--- src/rtl/slv_rst_ctrl.sv ---
// Subordinate reset sequencer: isolate the bus, drain (with timeout), pulse the active-low
// subordinate reset, wait for settle, then acknowledge back to the slave guard.
module slv_rst_ctrl #(
    parameter int unsigned HoldCycles   = 16,
    parameter int unsigned SettleCycles = 8,
    parameter int unsigned DrainTimeout = 256,
    parameter int unsigned CntWidth     = 16
) (
    input  logic       clk_i,
    input  logic       rst_i,
    input  logic       rst_req_i,
    input  logic       bus_idle_i,
    input  logic       clr_i,
    output logic       rst_stat_o,
    output logic       slv_rst_no,
    output logic       iso_o,
    output logic       drain_to_o,
    output logic [7:0] rst_cnt_o
);

    localparam longint unsigned CntLimit = longint'(1) << CntWidth;

    if (HoldCycles < 1 || longint'(HoldCycles) >= CntLimit) begin : gen_bad_hold
        $error("HoldCycles must be >= 1 and fit in CntWidth bits");
    end
    if (SettleCycles < 1 || longint'(SettleCycles) >= CntLimit) begin : gen_bad_settle
        $error("SettleCycles must be >= 1 and fit in CntWidth bits");
    end
    if (DrainTimeout < 1 || longint'(DrainTimeout) >= CntLimit) begin : gen_bad_drain
        $error("DrainTimeout must be >= 1 and fit in CntWidth bits");
    end

    localparam logic [CntWidth-1:0] HoldMax   = CntWidth'(HoldCycles - 1);
    localparam logic [CntWidth-1:0] SettleMax = CntWidth'(SettleCycles - 1);
    localparam logic [CntWidth-1:0] DrainMax  = CntWidth'(DrainTimeout - 1);

    typedef enum logic [2:0] {
        StIdle,
        StIsolate,
        StAssert,
        StRelease,
        StDone
    } state_e;

    state_e              state_q, state_d;
    logic [CntWidth-1:0] cnt_q, cnt_d;
    logic                drain_to_q, drain_to_d;
    logic [7:0]          rst_cnt_q, rst_cnt_d;
    logic                iso_q, iso_d;
    logic                slv_rst_n_q, slv_rst_n_d;
    logic                stat_q, stat_d;

    always_comb begin
        state_d    = state_q;
        cnt_d      = cnt_q;
        drain_to_d = drain_to_q;
        rst_cnt_d  = rst_cnt_q;

        // Clear first so a same-cycle timeout below overrides it.
        if (clr_i) drain_to_d = 1'b0;

        case (state_q)
            StIdle: begin
                if (rst_req_i) begin
                    state_d = StIsolate;
                    cnt_d   = '0;
                end
            end
            StIsolate: begin
                if (bus_idle_i) begin
                    state_d = StAssert;
                    cnt_d   = '0;
                end else if (cnt_q == DrainMax) begin
                    state_d    = StAssert;
                    cnt_d      = '0;
                    drain_to_d = 1'b1;
                end else begin
                    cnt_d = cnt_q + CntWidth'(1);
                end
            end
            StAssert: begin
                if (cnt_q == HoldMax) begin
                    state_d = StRelease;
                    cnt_d   = '0;
                end else begin
                    cnt_d = cnt_q + CntWidth'(1);
                end
            end
            StRelease: begin
                if (cnt_q == SettleMax) begin
                    state_d = StDone;
                    cnt_d   = '0;
                    if (rst_cnt_q != 8'hFF) rst_cnt_d = rst_cnt_q + 8'd1;
                end else begin
                    cnt_d = cnt_q + CntWidth'(1);
                end
            end
            StDone: begin
                if (!rst_req_i) state_d = StIdle;
            end
            default: begin
                state_d = StIdle;
                cnt_d   = '0;
            end
        endcase
    end

    // Outputs are decoded from the next state and registered, keeping slv_rst_no glitch-free.
    always_comb begin
        iso_d       = (state_d == StIsolate) || (state_d == StAssert) || (state_d == StRelease);
        slv_rst_n_d = (state_d != StAssert);
        stat_d      = (state_d == StDone);
    end

    always_ff @(posedge clk_i) begin
        if (rst_i) begin
            state_q     <= StIdle;
            cnt_q       <= '0;
            drain_to_q  <= 1'b0;
            rst_cnt_q   <= 8'd0;
            iso_q       <= 1'b0;
            slv_rst_n_q <= 1'b1;
            stat_q      <= 1'b0;
        end else begin
            state_q     <= state_d;
            cnt_q       <= cnt_d;
            drain_to_q  <= drain_to_d;
            rst_cnt_q   <= rst_cnt_d;
            iso_q       <= iso_d;
            slv_rst_n_q <= slv_rst_n_d;
            stat_q      <= stat_d;
        end
    end

    assign rst_stat_o = stat_q;
    assign slv_rst_no = slv_rst_n_q;
    assign iso_o      = iso_q;
    assign drain_to_o = drain_to_q;
    assign rst_cnt_o  = rst_cnt_q;

endmodule

--- config.mk ---
export PLATFORM = sky130hd
export DESIGN_NAME = slv_rst_ctrl
export DESIGN_NICKNAME = d
export VERILOG_FILES = /design/src/rtl/slv_rst_ctrl.sv
export SDC_FILE = /design/constraint.sdc
export NUM_CORES = 1
export LEC_CHECK = 0
export CELL_PAD_IN_SITES_DETAIL_PLACEMENT = 1
export CELL_PAD_IN_SITES_GLOBAL_PLACEMENT = 1
export CORE_MARGIN = 4
export CORE_UTILIZATION = 45
export DETAILED_ROUTE_END_ITERATION = 12
export PLACE_DENSITY_LB_ADDON = 0.1
export SETUP_SLACK_MARGIN = 0.3
export SYNTH_ARGS = -nofsm -noshare
export SYNTH_HDL_FRONTEND = slang
export SYNTH_SLANG_ARGS = --single-unit
export TNS_END_PERCENT = 50
--- constraint.sdc ---
create_clock -name clk_i -period 4.1 [get_ports clk_i]
set_clock_uncertainty 0.05 [all_clocks]
set_input_delay 0.82 -clock clk_i [delete_from_list [all_inputs] [get_ports clk_i]]
set_output_delay 0.82 -clock clk_i [all_outputs]
set_load 0.05 [all_outputs]
Nets reached from selected ports:
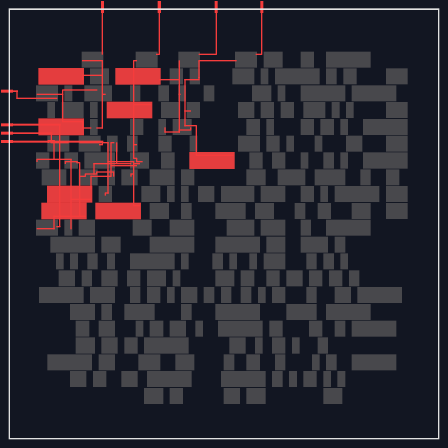
[red] rst_cnt_o | bits: 8 | direction: output | end cells: 8 | buffers: 8 | wire: 312 um
I/O Buffers: 16
num ports: 17

Cell classes on the final placement:
Fill, decap, tap and diode cells in gray.
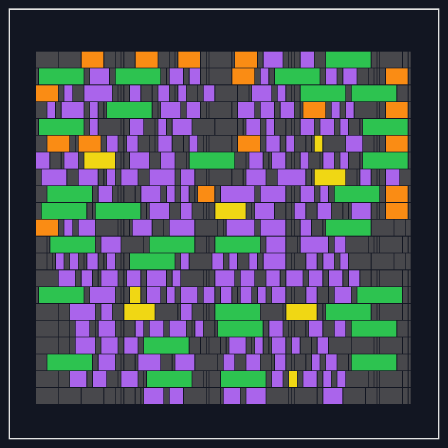
[orange] remaining buffers and delay cells | cells: 17 | share of their area: 8.8%
[yellow] clock drivers and dummy loads | cells: 8 | share of their area: 4.3%
[green] registers | cells: 31 | share of their area: 33%
[purple] remaining logic cells | cells: 162 | share of their area: 54%
flop share of the area: 0.316
Row Count: 21
post-route design area: 1960 um2

==> results.cfg <==
; flow metrics
[run_status]
status = finished, final reports clean

[route]
num_vias = 1670
firstDrtPassIters = 4
wl_per_cell_um = 18.8
vias_per_cell = 6.33
initialDrtViolationCount = 143
ant_nets = 0
routed_wl_um = 4960
drc_errors = 0

[flow_run]
tool_warnings = 26
drv_cap = 0

[floorplan]
coreArea_um2 = 3470
die-area_um2 = 4790
die_w_um = 69.2
die_h_um = 69.2
initCoreUtil = 0.486

[power_and_ir_drop]
power.internal_uw = 445
irDropWorstVdd_mv = 0.177
pwr-share-clk = 0.384
power_density_nw_per_um2 = 309
switching_share = 0.267
sequentialPowerShare = 0.513
p_comb_frac = 0.103
leakagePower_nw = 0.697
p_switching_uw = 162

[hold_path]
min_to = cnt_q[1]$_SDFFE_PP0P_
hold_class = flip-flop to flip-flop
hold_path.startpoint = cnt_q[1]$_SDFFE_PP0P_
worstHoldPathCells = 2

[clocking]
cts_hold_buffers = 0
htree_levels = 2
clockRootBuffer = clkbuf_8
clk_pin_slew_ps = 60
cts_resized = 0
clk_latency_ps = 290
post-cts-setup-buffers = 0
cts.sinks = 31
cts_buffer_depth = 2
cts_tree = built
numCtsBuffers = 5

[critical_path]
reg2reg_to = cnt_q[11]$_SDFFE_PP0P_
slowest_stage = nor2b_1
worstReg2RegStart = cnt_q[0]$_SDFFE_PP0P_
cp.required_ps = 4220
worst-path-buf-inv = 1
cp_cell_sequence = clkdlybuf4s50_1 > nor4b_1 > nor2b_1 > nor3_1 > a2111oi_0
crit_type = input pin to flip-flop
crit_fanout = 9
cp-end-kind = flip-flop
ff2ff_path_depth = 6
critPathMaxStageDelay_ps = 730
crit_family = simple AND/OR/NAND/NOR gates
crit_arrival_ps = 3040
cp-start-kind = input pin
r2r_setup_slack_ps = 1180

[yosys]
logic_family = simple AND/OR/NAND/NOR gates
ys_cells = 201
simple_gate_share = 0.291
synthFlopType = dfxtp_1
adder_share = 0.0148
yosys.area.top_type = dfxtp_1
yosys.area.top_type_share = 0.368
area_leaders = dfxtp_1, nand2_1, nor2_1
synthAoiAreaFrac = 0.254
syn_area_per_cell_um2 = 8.39
synth-area-yosys_um2 = 1690
synth_top_cell_by_count = dfxtp_1
ys_top_cells_by_count = dfxtp_1, nand2_1, nor2_1
syn_nets = 208
ys_seq_elements = 31
ys_async_sr_fraction = 0
netlist_instances = 201
yosys_warnings = 0
synthesis.area_um2 = 1690
synth-edff-count = 0
xor_share = 0.0156
synth_seq_share = 0.368
ys_types = 51
ys_sh_mux = 0.0252

[final_layout]
num_antenna_cells = 0
postLayoutCoreUtil = 0.566
fin_nets = 224
drive_above_1_share = 0.101
area_growth_syn_to_layout_pct = 16.4

[global_route]
grt_max_degree = 21
grt_pass1_vias = 1754
grt_pass1_wl_um = 8650
grt_usage = 0.224
grt_overflow_total = 0
antenna_found_initial = 0

[final_timing]
relSlewSlack = 0.457
setup_viol = 0
finalClockPeriodUsage = 0.712
period_minus_slack_ps = 2920
rsz0062_at_grt = false
worstMarginPinSlew_ps = 813
fmax_ghz = 0.342
drv_slew = 0
finalHoldViolCount = 0
setup_tns_ps = 0

[place]
place_congestion = 0.802
dp_hpwl_um = 3440
[sequential cells by signal, summed over array words and instances, names as in the netlist]
register    count
cnt_q          16
drain_to_o      1
iso_o           1
rst_cnt_o       8
rst_stat_o      1
slv_rst_no      1
state_q         3
[final cells by class]
| class | instances | area, um2 |
|---|---|---|
| clock inverters | 1 | 5.00 |
| inverters | 6 | 22.5 |
| multi-input cells | 156 | 1010 |
| well taps | 46 | 57.6 |
| repair buffers | 17 | 168 |
| fillers | 427 | 1510 |
| clock buffers | 7 | 76.3 |
| flip-flops and latches | 31 | 621 |
[routing by layer]
layer,vias up,routed length [um],global-route usage
li1,795,-,-
met1,822,2070,0.262
met2,41,2540,0.372
met3,12,244,0.0754
met4,0,107,0.0911
met5,-,0,0
[worst max-delay path by stage]
stage | startpoint | end | slack, ps | cells past startpoint
5_1_grt | bus_idle_i | cnt_q[10]$_SDFFE_PP0P_ | 830 | 5
3_3_place_gp | bus_idle_i | cnt_q[10]$_SDFFE_PP0P_ | 1250 | 5
3_5_place_dp | bus_idle_i | cnt_q[10]$_SDFFE_PP0P_ | 970 | 5
4_1_cts | bus_idle_i | cnt_q[10]$_SDFFE_PP0P_ | 1160 | 5
2_1_floorplan | cnt_q[10]$_SDFFE_PP0P_ | cnt_q[15]$_SDFFE_PP0P_ | 1770 | 5
6_report | bus_idle_i | cnt_q[10]$_SDFFE_PP0P_ | 1180 | 5
[power by group through the flow]
stage,clock [mW],combinational (mW),sequential (mW)
finish,0.233,0.0626,0.311
global route,0.252,0.0678,0.312
CTS,0.235,0.0624,0.311
detailed placement,0,0.0608,0.318
global placement,0,0.0583,0.317
floorplan,0,0.0361,0.322
[placed cells by master, fill, tap and decap left out, drive strengths merged, types with 2 or more instances in the layout]
cell	count
a211oi	3
a21o	6
a21oi	10
a221oi	5
a31o	3
a31oi	3
and2	2
and3	4
clkbuf	7
clkdlybuf4s50	16
dfxtp	31
ha	2
inv	6
mux2	2
mux2i	2
nand2	19
nand2b	5
nand3	9
nand4	4
nor2	13
nor2b	5
nor3	6
nor4	6
o2111a	2
o211ai	2
o21ai	8
o22ai	2
o31ai	3
or2	3
or3	6
or4	5
xnor2	2
[worst min-delay path, cell delays in order, from the launching register on]
cell and delay, ps:
dfxtp_1 340, nand2_1 70, a21oi_1 60
[metrics by stage]
step | hold slack, ps | setup WS [ps] | power, mW | area [um2] | cells
floorplan | 406 | 1770 | 0.358 | 1690 | 201
global placement | 419 | 1250 | 0.375 | 1880 | 256
detailed placement | 449 | 972 | 0.379 | 1880 | 256
CTS | 458 | 1160 | 0.608 | 1960 | 264
global route | 495 | 835 | 0.631 | 1960 | 264
finish | 466 | 1180 | 0.607 | 1960 | 264
[cell families (layout without fill, tap and decap cells)]
group                    Yosys count  after routing
AND-OR/OR-AND                     57             57
XOR/XNOR                           3              3
adder cells (fa/ha/maj)            2              2
buffers and inverters             14             31
flip-flops                        31             31
multiplexers                       4              4
AND/OR/NAND/NOR                   90             90
Power is estimated from default activity; no workload was simulated.
